**src/rtl/cla_add_pipe_if.sv**
```systemverilog
// cla_add_pipe_if: handshake bundle for the pipelined CLA adder/subtractor.
//   in_valid/in_ready : operation offer / accept
//   in_a, in_b        : operands (WIDTH bits)
//   c_i, sub          : carry/borrow-in and subtract select
//   out_valid/out_ready : result present / consumed
//   out, c_o, ovf     : sum, MSB carry-out, signed overflow
// master = producer/consumer side, slave = the adder.
interface cla_add_pipe_if #(
  parameter int WIDTH = 32
);
  logic             in_valid;
  logic             in_ready;
  logic [WIDTH-1:0] in_a;
  logic [WIDTH-1:0] in_b;
  logic             c_i;
  logic             sub;
  logic             out_valid;
  logic             out_ready;
  logic [WIDTH-1:0] out;
  logic             c_o;
  logic             ovf;

  modport master (
    output in_valid, in_a, in_b, c_i, sub, out_ready,
    input  in_ready, out_valid, out, c_o, ovf
  );

  modport slave (
    input  in_valid, in_a, in_b, c_i, sub, out_ready,
    output in_ready, out_valid, out, c_o, ovf
  );
endinterface

```
**src/rtl/cla_add_pipe.sv**
```systemverilog
// cla_add_pipe: pipelined carry-lookahead adder/subtractor.
// The WIDTH-bit operation is split into 4-bit lookahead groups; each of the
// NSTAGE = WIDTH/(4*STAGE_GROUPS) stages resolves STAGE_GROUPS groups and
// registers the group carry for the next stage. Unresolved operand bits move
// forward with the operation, resolved sum bits accumulate behind it.
// Ports:
//   clk   : rising-edge clock
//   rst_n : asynchronous active-low reset
//   bus   : cla_add_pipe_if.slave (valid/ready in, valid/ready out)
// The last stage register is the output register; in_ready = !out_valid ||
// out_ready, the only combinational input-to-output path.
module cla_add_pipe #(
  parameter int WIDTH        = 32,
  parameter int STAGE_GROUPS = 2
) (
  input  logic          clk,
  input  logic          rst_n,
  cla_add_pipe_if.slave bus
);
  localparam int NGROUP = WIDTH / 4;
  localparam int NSTAGE = NGROUP / STAGE_GROUPS;
  localparam int BPS    = 4 * STAGE_GROUPS;   // result bits per stage

  // 4-bit lookahead group: returns {carry_out, sum[3:0]}.
  function automatic logic [4:0] cla4(input logic [3:0] a,
                                      input logic [3:0] b,
                                      input logic       ci);
    logic [3:0] p, g, c;
    p    = a ^ b;
    g    = a & b;
    c[0] = ci;
    c[1] = g[0] | (p[0] & ci);
    c[2] = g[1] | (p[1] & g[0]) | (p[1] & p[0] & ci);
    c[3] = g[2] | (p[2] & g[1]) | (p[2] & p[1] & g[0]) | (p[2] & p[1] & p[0] & ci);
    return {g[3] | (p[3] & g[2]) | (p[3] & p[2] & g[1]) |
            (p[3] & p[2] & p[1] & g[0]) | ((&p) & ci),
            p ^ c};
  endfunction

  // Whole pipeline moves in lock-step; a held result freezes every stage.
  logic advance;
  assign advance      = !bus.out_valid || bus.out_ready;
  assign bus.in_ready = advance;

  // Subtract folds into the add: A - B - c_i = A + ~B + !c_i.
  logic [WIDTH-1:0] fe_b;
  logic             fe_c;
  always_comb begin
    // NOTE: defaults first so every path assigns both outputs; no latch.
    fe_b = bus.in_b;
    fe_c = bus.c_i;
    if (bus.sub) begin
      fe_b = ~bus.in_b;
      fe_c = ~bus.c_i;
    end
  end

  for (genvar k = 0; k < NSTAGE; k++) begin : g_stage
    localparam int LO  = k * BPS;        // first result bit of this stage
    localparam int OPW = WIDTH - LO;     // operand bits still unresolved

    logic                  v_in;
    logic                  c_in;
    logic [OPW-1:0]        a_in;
    logic [OPW-1:0]        b_in;
    logic [BPS-1:0]        grp_s;
    logic [STAGE_GROUPS:0] cy;
    logic [LO+BPS-1:0]     s_d;
    logic                  v_r;
    logic                  c_r;
    logic [LO+BPS-1:0]     s_r;

    if (k == 0) begin : g_src
      assign v_in = bus.in_valid;
      assign c_in = fe_c;
      assign a_in = bus.in_a;
      assign b_in = fe_b;
      assign s_d  = grp_s;
    end else begin : g_src
      assign v_in = g_stage[k-1].v_r;
      assign c_in = g_stage[k-1].c_r;
      assign a_in = g_stage[k-1].g_fwd.a_r;
      assign b_in = g_stage[k-1].g_fwd.b_r;
      assign s_d  = {grp_s, g_stage[k-1].s_r};
    end

    // Group carries ripple through the STAGE_GROUPS groups of this stage.
    assign cy[0] = c_in;
    for (genvar j = 0; j < STAGE_GROUPS; j++) begin : g_grp
      assign {cy[j+1], grp_s[j*4 +: 4]} = cla4(a_in[j*4 +: 4], b_in[j*4 +: 4], cy[j]);
    end

    always_ff @(posedge clk or negedge rst_n) begin
      // NOTE: datapath bits are reset too, so out/c_o/ovf read 0 during reset.
      if (!rst_n) begin
        v_r <= 1'b0;
        c_r <= 1'b0;
        s_r <= '0;
      end else if (advance) begin
        // NOTE: non-blocking so every stage samples its predecessor's old value.
        v_r <= v_in;
        c_r <= cy[STAGE_GROUPS];
        s_r <= s_d;
      end
    end

    if (k < NSTAGE - 1) begin : g_fwd
      logic [OPW-BPS-1:0] a_r;
      logic [OPW-BPS-1:0] b_r;
      always_ff @(posedge clk or negedge rst_n) begin
        if (!rst_n) begin
          a_r <= '0;
          b_r <= '0;
        end else if (advance) begin
          a_r <= a_in[OPW-1:BPS];
          b_r <= b_in[OPW-1:BPS];
        end
      end
    end else begin : g_last
      // Overflow: operands agree in sign but the sum's sign differs.
      logic ovf_r;
      always_ff @(posedge clk or negedge rst_n) begin
        if (!rst_n) begin
          ovf_r <= 1'b0;
        end else if (advance) begin
          ovf_r <= (a_in[BPS-1] == b_in[BPS-1]) && (grp_s[BPS-1] != a_in[BPS-1]);
        end
      end
    end
  end

  assign bus.out_valid = g_stage[NSTAGE-1].v_r;
  assign bus.out       = g_stage[NSTAGE-1].s_r;
  assign bus.c_o       = g_stage[NSTAGE-1].c_r;
  assign bus.ovf       = g_stage[NSTAGE-1].g_last.ovf_r;
endmodule

```
**src/flat_wrapper.sv**
```systemverilog
// flat-port wrapper written by rule: the top's interface ports become plain ports
module cla_add_pipe_flat 
#(
  parameter int WIDTH        = 32,
  parameter int STAGE_GROUPS = 2
)
  (clk, rst_n, bus_in_valid, bus_in_a, bus_in_b, bus_c_i, bus_sub, bus_out_ready, bus_in_ready, bus_out_valid, bus_out, bus_c_o, bus_ovf);
  cla_add_pipe_if #(.WIDTH(WIDTH)) bus_i ();
  input  logic clk;
  input  logic rst_n;
  input wire logic [$bits(bus_i.in_valid)-1:0] bus_in_valid;
  input wire logic [$bits(bus_i.in_a)-1:0] bus_in_a;
  input wire logic [$bits(bus_i.in_b)-1:0] bus_in_b;
  input wire logic [$bits(bus_i.c_i)-1:0] bus_c_i;
  input wire logic [$bits(bus_i.sub)-1:0] bus_sub;
  input wire logic [$bits(bus_i.out_ready)-1:0] bus_out_ready;
  output wire logic [$bits(bus_i.in_ready)-1:0] bus_in_ready;
  output wire logic [$bits(bus_i.out_valid)-1:0] bus_out_valid;
  output wire logic [$bits(bus_i.out)-1:0] bus_out;
  output wire logic [$bits(bus_i.c_o)-1:0] bus_c_o;
  output wire logic [$bits(bus_i.ovf)-1:0] bus_ovf;
  assign bus_i.in_valid = bus_in_valid;
  assign bus_i.in_a = bus_in_a;
  assign bus_i.in_b = bus_in_b;
  assign bus_i.c_i = bus_c_i;
  assign bus_i.sub = bus_sub;
  assign bus_i.out_ready = bus_out_ready;
  assign bus_in_ready = bus_i.in_ready;
  assign bus_out_valid = bus_i.out_valid;
  assign bus_out = bus_i.out;
  assign bus_c_o = bus_i.c_o;
  assign bus_ovf = bus_i.ovf;
  cla_add_pipe #(.WIDTH(WIDTH), .STAGE_GROUPS(STAGE_GROUPS)) u_core (.clk(clk), .rst_n(rst_n), .bus(bus_i));
endmodule
```
**config.mk**
```make
export PLATFORM = sky130hd
export DESIGN_NAME = cla_add_pipe_flat
export DESIGN_NICKNAME = d
export VERILOG_FILES = /design/src/rtl/cla_add_pipe_if.sv /design/src/rtl/cla_add_pipe.sv /design/src/flat_wrapper.sv
export SDC_FILE = /design/constraint.sdc
export NUM_CORES = 1
export LEC_CHECK = 0
export CORE_MARGIN = 10
export CORE_UTILIZATION = 45
export DETAILED_ROUTE_END_ITERATION = 10
export GPL_ROUTABILITY_DRIVEN = 0
export PLACE_DENSITY = 0.64
export SLEW_MARGIN = 10
export SYNTH_ARGS = -nofsm -noshare
export SYNTH_HDL_FRONTEND = slang
export SYNTH_SLANG_ARGS = --single-unit
```
**constraint.sdc**
```tcl
create_clock -name clk -period 2.7 [get_ports clk]
set_input_delay 0.54 -clock clk [delete_from_list [all_inputs] [get_ports clk]]
set_output_delay 0.54 -clock clk [all_outputs]
set_load 0.1 [all_outputs]
```
==> run_1/m1.png <==
The bar under the picture is 50 um long.
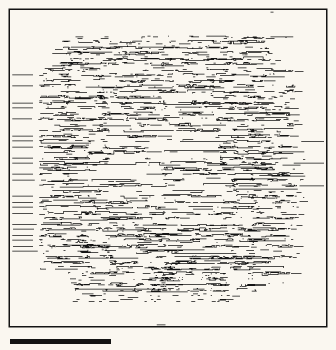
- nets with wire on the layer: 994
- share of all routed wire: 48%
- wire length on this layer: 8010 um
- main direction: horizontal

==> run_1/m2.png <==
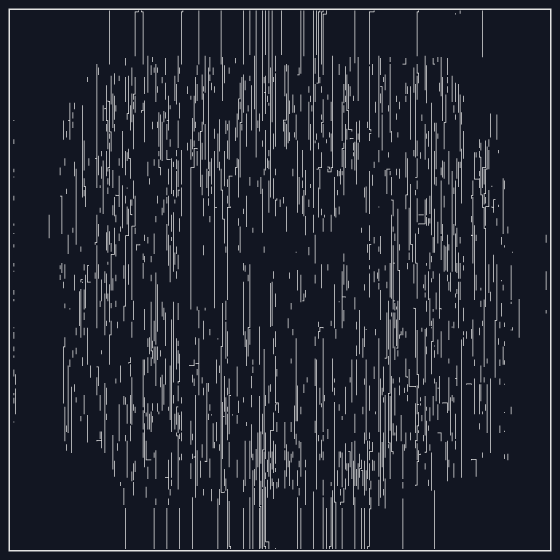
- main direction: vertical
- longest straight run: 56.9 um

==> run_1/m3.png <==
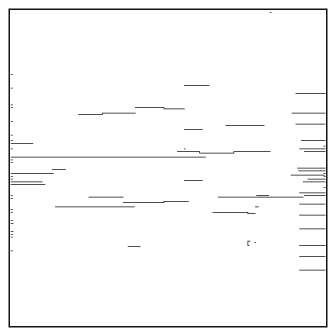
- longest straight run: 95.9 um
- main direction: horizontal
- share of all routed wire: 4.5%
- nets with wire on the layer: 56

==> flow_summary.yaml, run 1 <==
# implementation run metrics
final_layout:
  syn_to_final_growth_pct: 22.4
  regArea_um2: 4630
  diodes: 0
  logic_area_um2: 3440
  nFillCells: 1702
synthesis:
  most_common_cell: "nand2_1"
  edf_count: 0
  yosysWarnings: 0
  top_cells_by_count: "410 x nand2_1, 185 x dfrtp_1, 49 x o21ai_1"
  synth-main-ff-cell: "dfrtp_1"
  synthesis.area_um2: 8310
  top_area_share_pct: 55.7
  async_flop_share_pct: 100
  syn_avg_cell_area_um2: 9.24
  ys_seq_share_pct: 55.7
  yosys_cells: 899
  syn_nets: 1009
timing:
  slew_headroom_pct: 58.7
  report.final.setup_viol: 0
  hold_viol: 0
  worstMarginPinSlew_ns: 0.619
  period_minus_slack_ns: 2.32
clock_tree:
  cts-root-buf: "clkbuf_16"
  insertion_delay_ns: 0.42
  cts_buffers: 17
  cts_resized: 0
  cts_buffer_depth: 2
  h-tree-depth: 4
  postCtsSetupBuffers: 0
worst_setup_path:
  reg2reg_depth: 8
  critPathSlowestCell: "clkdlybuf4s50_1"
  cpMostUsedCell: "xor2_1"
  required_ns: 3.04
  cp.arrival_ns: 2.67
  cp_max_fo: 3
  worst-path-stages: 9
  cpPeakStageDelay_ns: 0.41
floorplan:
  row_count: 49
  fp.coreArea_um2: 18100
  die_h_um: 156
  dieArea_um2: 24300
drt:
  drt-vias-per-instance: 4.74
  wl_met2_um: 7620
  dr.max_layer_used: "met4"
  via_count: 5854
power_and_ir_drop:
  leakage_nw: 5.04
  ir_drop_mv: 0.666
  power_density_nw_per_um2: 1300
status:
  status: "completed"
run:
  drv_cap: 0
  tool_warnings: 28
place:
  hpwlAfterDp_um: 11200
  placed_cells: 1204
global_routing:
  grt_pass1_wl_um: 28400
  antenna_found_initial: 0
run 1: per-layer routing:
layer	GRT usage, %	up-vias
met4	3.33	0
met2	22.0	80
met3	3.94	11
li1	-	3044
met5	0	-
met1	19.0	2719
run 1: registers in the layout, indices dropped and copies added (netlist names):
name and flops:
u_core.g_stage.c_r 3, u_core.g_stage.s_r 48, u_core.bus.out 32, u_core.bus.c_o 1, u_core.g_stage.v_r 3, u_core.bus.ovf 1, u_core.g_stage.g_fwd.a_r 48, u_core.bus.out_valid 1
u_core.g_stage.g_fwd.b_r 48
run 1: worst paths after layout:
| path | end | slack (ns) | from |
|---|---|---|---|
| worst max-delay path | u_core.g_stage[0].s_r[5] | 0.38 | bus_in_b[1] |
| worst min-delay path | u_core.g_stage[0].g_fwd.a_r[18] | 0.15 | rst_n |
| worst max register to register | u_core.g_stage[1].s_r[13] | 0.53 | u_core.g_stage[0].g_fwd.b_r[0] |
| worst min register to register | u_core.bus.out[6] | 0.47 | u_core.bus.out[6] |
| max in group asynchronous | u_core.g_stage[1].s_r[15] | 1.85 | rst_n |
| min in group clk | u_core.bus.out[6] | 0.47 | u_core.bus.out[6] |
run 1: per-stage QoR:
step                hold WS [ns]  area (um2)  power (W)  worst slack (ns)  util [%]
finish                     0.147       10200     0.0132             0.377      56.2
global route               0.178       10200     0.0142             0.295      56.2
CTS                        0.166       10200     0.0134             0.387      56.2
detailed placement         0.450        9590     0.0109           -0.0524      53.0
global placement           0.449        9590     0.0107           -0.0399      53.0
floorplan                  0.244        8320    0.00934            0.0355         -
run 1: cell type report:
cell class	count	area share [%]
multi-input combinational	652	33.8
timing repair buffer	121	11.5
tap	229	2.82
sequential	185	45.5
clock inverter	10	1.17
clock buffer	22	4.56
inverter	17	0.652
run 1: layout by cell type, fill, tap and decap left out, drive strengths merged, types with 3 or more instances in the layout:
master | netlist | final
buf | 13 | 53
xor2 | 22 | 22
o21ai | 55 | 55
nor2 | 26 | 26
nor3 | 4 | 4
xnor2 | 30 | 30
a31oi | 5 | 5
nand2 | 410 | 410
clkbuf | 32 | 23
a211oi | 7 | 7
clkinvlp | 0 | 3
o31ai | 4 | 4
clkinv | 0 | 4
nand2b | 5 | 5
inv | 17 | 18
a21oi | 17 | 17
fa | 8 | 8
ha | 32 | 32
clkdlybuf4s50 | 0 | 67
a21o | 4 | 4
dfrtp | 185 | 185
run 1: where the power goes:
part	leakage, nW	internal (W)	total (W)	switching (W)
clock	0.277	0.00142	0.00246	0.00105
sequential	2.23	0.00402	0.00469	0.000676
combinational	2.53	0.00190	0.00603	0.00413
run 1: kinds of logic after synthesis:
| kind of cell | share of synthesized area, % |
|---|---|
| AOI/OAI and AO/OA | 7.66 |
| xor gates and xnor gates | 5.71 |
| adders and majority gates | 6.74 |
| buffers and inverters | 3.03 |
| DFF | 55.7 |
| muxes | 0.120 |
| and+or+nand+nor | 21.0 |
## Run 2: what changed since run 1
Settings changed: CTS_CLUSTER_SIZE set to 28.
==> run_2/congestion_map.png <==
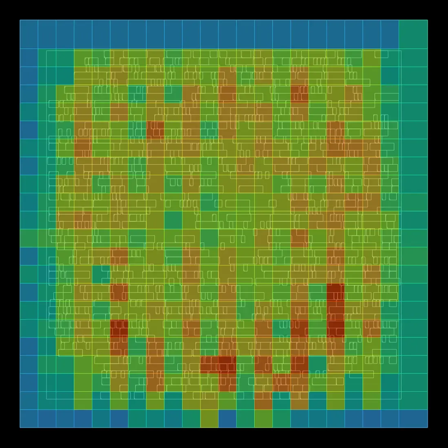
busiest grt layer: met2
overall global routing resource usage: 14.1%
met1 Use GR: 19.0%

==> run 2 against run 1 <==
  * Cell count is the same
  * Worst hold slack unchanged
  * Clock power about the same
  * Critical endpoint unchanged
  * Largest power group unchanged
  * Sequential share of layout area is the same
  * Core utilization stayed put
  * Register-to-register slack about the same
  * Highest routed layer unchanged
  * Clock-buffer cell count stayed put
  * Synthesized cell count is the same
==> flow_summary.yaml, run 2 <==
# implementation run metrics
final_layout:
  design_area_um2: 10200
  layout-drive-gt1-share_pct: 9.04
  diodes: 0
  regArea_um2: 4630
  nFillCells: 1702
  reg.largest.list: "u_core.g_stage.g_fwd.a_r: 48 flops, u_core.g_stage.g_fwd.b_r: 48 flops, u_core.g_stage.s_r: 48 flops"
  syn_to_final_growth_pct: 22.4
  lay_top_count: "nand2_1"
  lay_top_cells: "410 x nand2_1, 185 x dfrtp_1, 67 x clkdlybuf4s50_1"
  logic_area_um2: 3440
  fin_nets: 1104
floorplan:
  die_h_um: 156
  row_count: 49
  ioPinCount: 106
  fp_util_pct: 45.9
  fp.coreArea_um2: 18100
  dieArea_um2: 24300
global_routing:
  grt_pass1_wl_um: 28400
  antenna_found_initial: 0
  first_global_vias: 5781
power_and_ir_drop:
  leakage_nw: 5.04
  power_density_nw_per_um2: 1300
  ir_drop_mv: 0.666
timing:
  hold_viol: 0
  worstMarginPinSlew_ns: 0.619
  fin_crit_sh_pct: 86.0
  tns_ns: 0
  period_minus_slack_ns: 2.32
  slew_headroom_pct: 58.7
  report.final.setup_viol: 0
synthesis:
  syn_avg_cell_area_um2: 9.24
  top_area_share_pct: 55.7
  async_flop_share_pct: 100
  synthesis.area_um2: 8310
  ys_seq_share_pct: 55.7
  synth-main-ff-cell: "dfrtp_1"
  edf_count: 0
  top_cells_by_count: "410 x nand2_1, 185 x dfrtp_1, 49 x o21ai_1"
  yosysUniqueCellTypes: 41
  syn_nets: 1009
  synth.area.top_cells: "dfrtp_1 56%, nand2_1 19%, ha_1 4.8%, xnor2_1 3.1%, o21ai_1 3.0%"
  yosys_cells: 899
  most_common_cell: "nand2_1"
  yosysWarnings: 0
clock_tree:
  cts_buffer_depth: 2
  h-tree-depth: 4
  cts_buffers: 17
  cts_resized: 0
  postCtsSetupBuffers: 0
  hold_buffers: 0
  cts-root-buf: "clkbuf_16"
  insertion_delay_ns: 0.42
drt:
  wl_per_cell_um: 13.4
  drt-vias-per-instance: 4.74
  via_count: 5854
worst_setup_path:
  required_ns: 3.04
  cp.arrival_ns: 2.67
  crit_type: "input port to flop"
  reg2reg_depth: 8
  r2r_setup_slack_ns: 0.53
  crit_start: "bus_in_b[1]"
  cp-end-kind: "flop"
  crit_end: "u_core.g_stage[0].s_r[5]"
  regToRegStartpoint: "u_core.g_stage[0].g_fwd.b_r[0]"
  cp_max_fo: 3
  reg2reg_to: "u_core.g_stage[1].s_r[13]"
place:
  postPlaceCellArea_um2: 9590
  placed_cells: 1204
  hpwlAfterDp_um: 11200
run:
  tool_warnings: 28
  drv_cap: 0
status:
  status: "completed"
==> run_2/m3.png <==
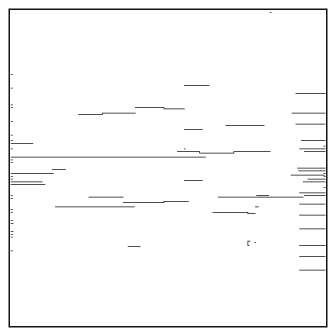
- nets with wire on the layer: 56
- share of all routed wire: 4.5%
- longest straight run: 95.9 um
- main direction: horizontal

run 2: cell counts after synthesis:
Identical to the previous run, type by type.
run 2: critical path, cell delays in order:
cell and delay [ns]:
clkdlybuf4s50_1 0.41, xor2_1 0.15, ha_1 0.32, nand2_1 0.09
o31a_4 0.33, and2_1 0.16, fa_1 0.37, xor2_1 0.17
a21oi_1 0.14
run 2: worst min-delay path by stage:
| stage | startpoint | to | slack [ns] |
|---|---|---|---|
| detailed placement | u_core.g_stage[2].v_r | u_core.g_stage[2].v_r | 0.45 |
| floorplan | rst_n | u_core.bus.c_o | 0.24 |
| global placement | u_core.g_stage[2].s_r[6] | u_core.g_stage[2].s_r[6] | 0.45 |
| CTS | rst_n | u_core.g_stage[0].g_fwd.a_r[20] | 0.17 |
| finish | rst_n | u_core.g_stage[0].g_fwd.a_r[18] | 0.15 |
| global route | rst_n | u_core.g_stage[0].g_fwd.a_r[18] | 0.18 |
run 2: cells by family after synthesis:
group                      synth area share, %
and+or+nand+nor                           21.0
DFF                                       55.7
AOI/OAI and AO/OA                         7.66
buffers and inverters                     3.03
xor gates and xnor gates                  5.71
adders and majority gates                 6.74
muxes                                    0.120
run 2: metal layers:
metal	part of all wire [%]	wire length, um	global-route usage, %	vias to the layer above
li1	-	-	-	3044
met1	48	8010	19.0	2719
met2	46	7620	22.0	80
met3	4.5	747	3.94	11
met4	0.87	143	3.33	0
met5	0	0	0	-
run 2: report_power, final:
group | switching [W] | internal (W) | leakage [nW]
clock | 0.00105 | 0.00142 | 0.277
combinational | 0.00413 | 0.00190 | 2.53
sequential | 0.000676 | 0.00402 | 2.23
run 2: cell type report:
| type | count | area share (%) |
|---|---|---|
| multi-input combinational | 652 | 33.8 |
| timing repair buffer | 121 | 11.5 |
| clock buffer | 22 | 4.56 |
| inverter | 17 | 0.652 |
| sequential | 185 | 45.5 |
| tap | 229 | 2.82 |
| clock inverter | 10 | 1.17 |
run 2: stage by stage:
step	total power (W)	setup slack [ns]	utilization, %	hold slack [ns]
3_3_place_gp	0.0107	-0.0399	53.0	0.449
6_report	0.0132	0.377	56.2	0.147
2_1_floorplan	0.00934	0.0355	-	0.244
5_1_grt	0.0142	0.295	56.2	0.178
3_5_place_dp	0.0109	-0.0524	53.0	0.450
4_1_cts	0.0134	0.387	56.2	0.166
Power and IR drop assume default switching activity.
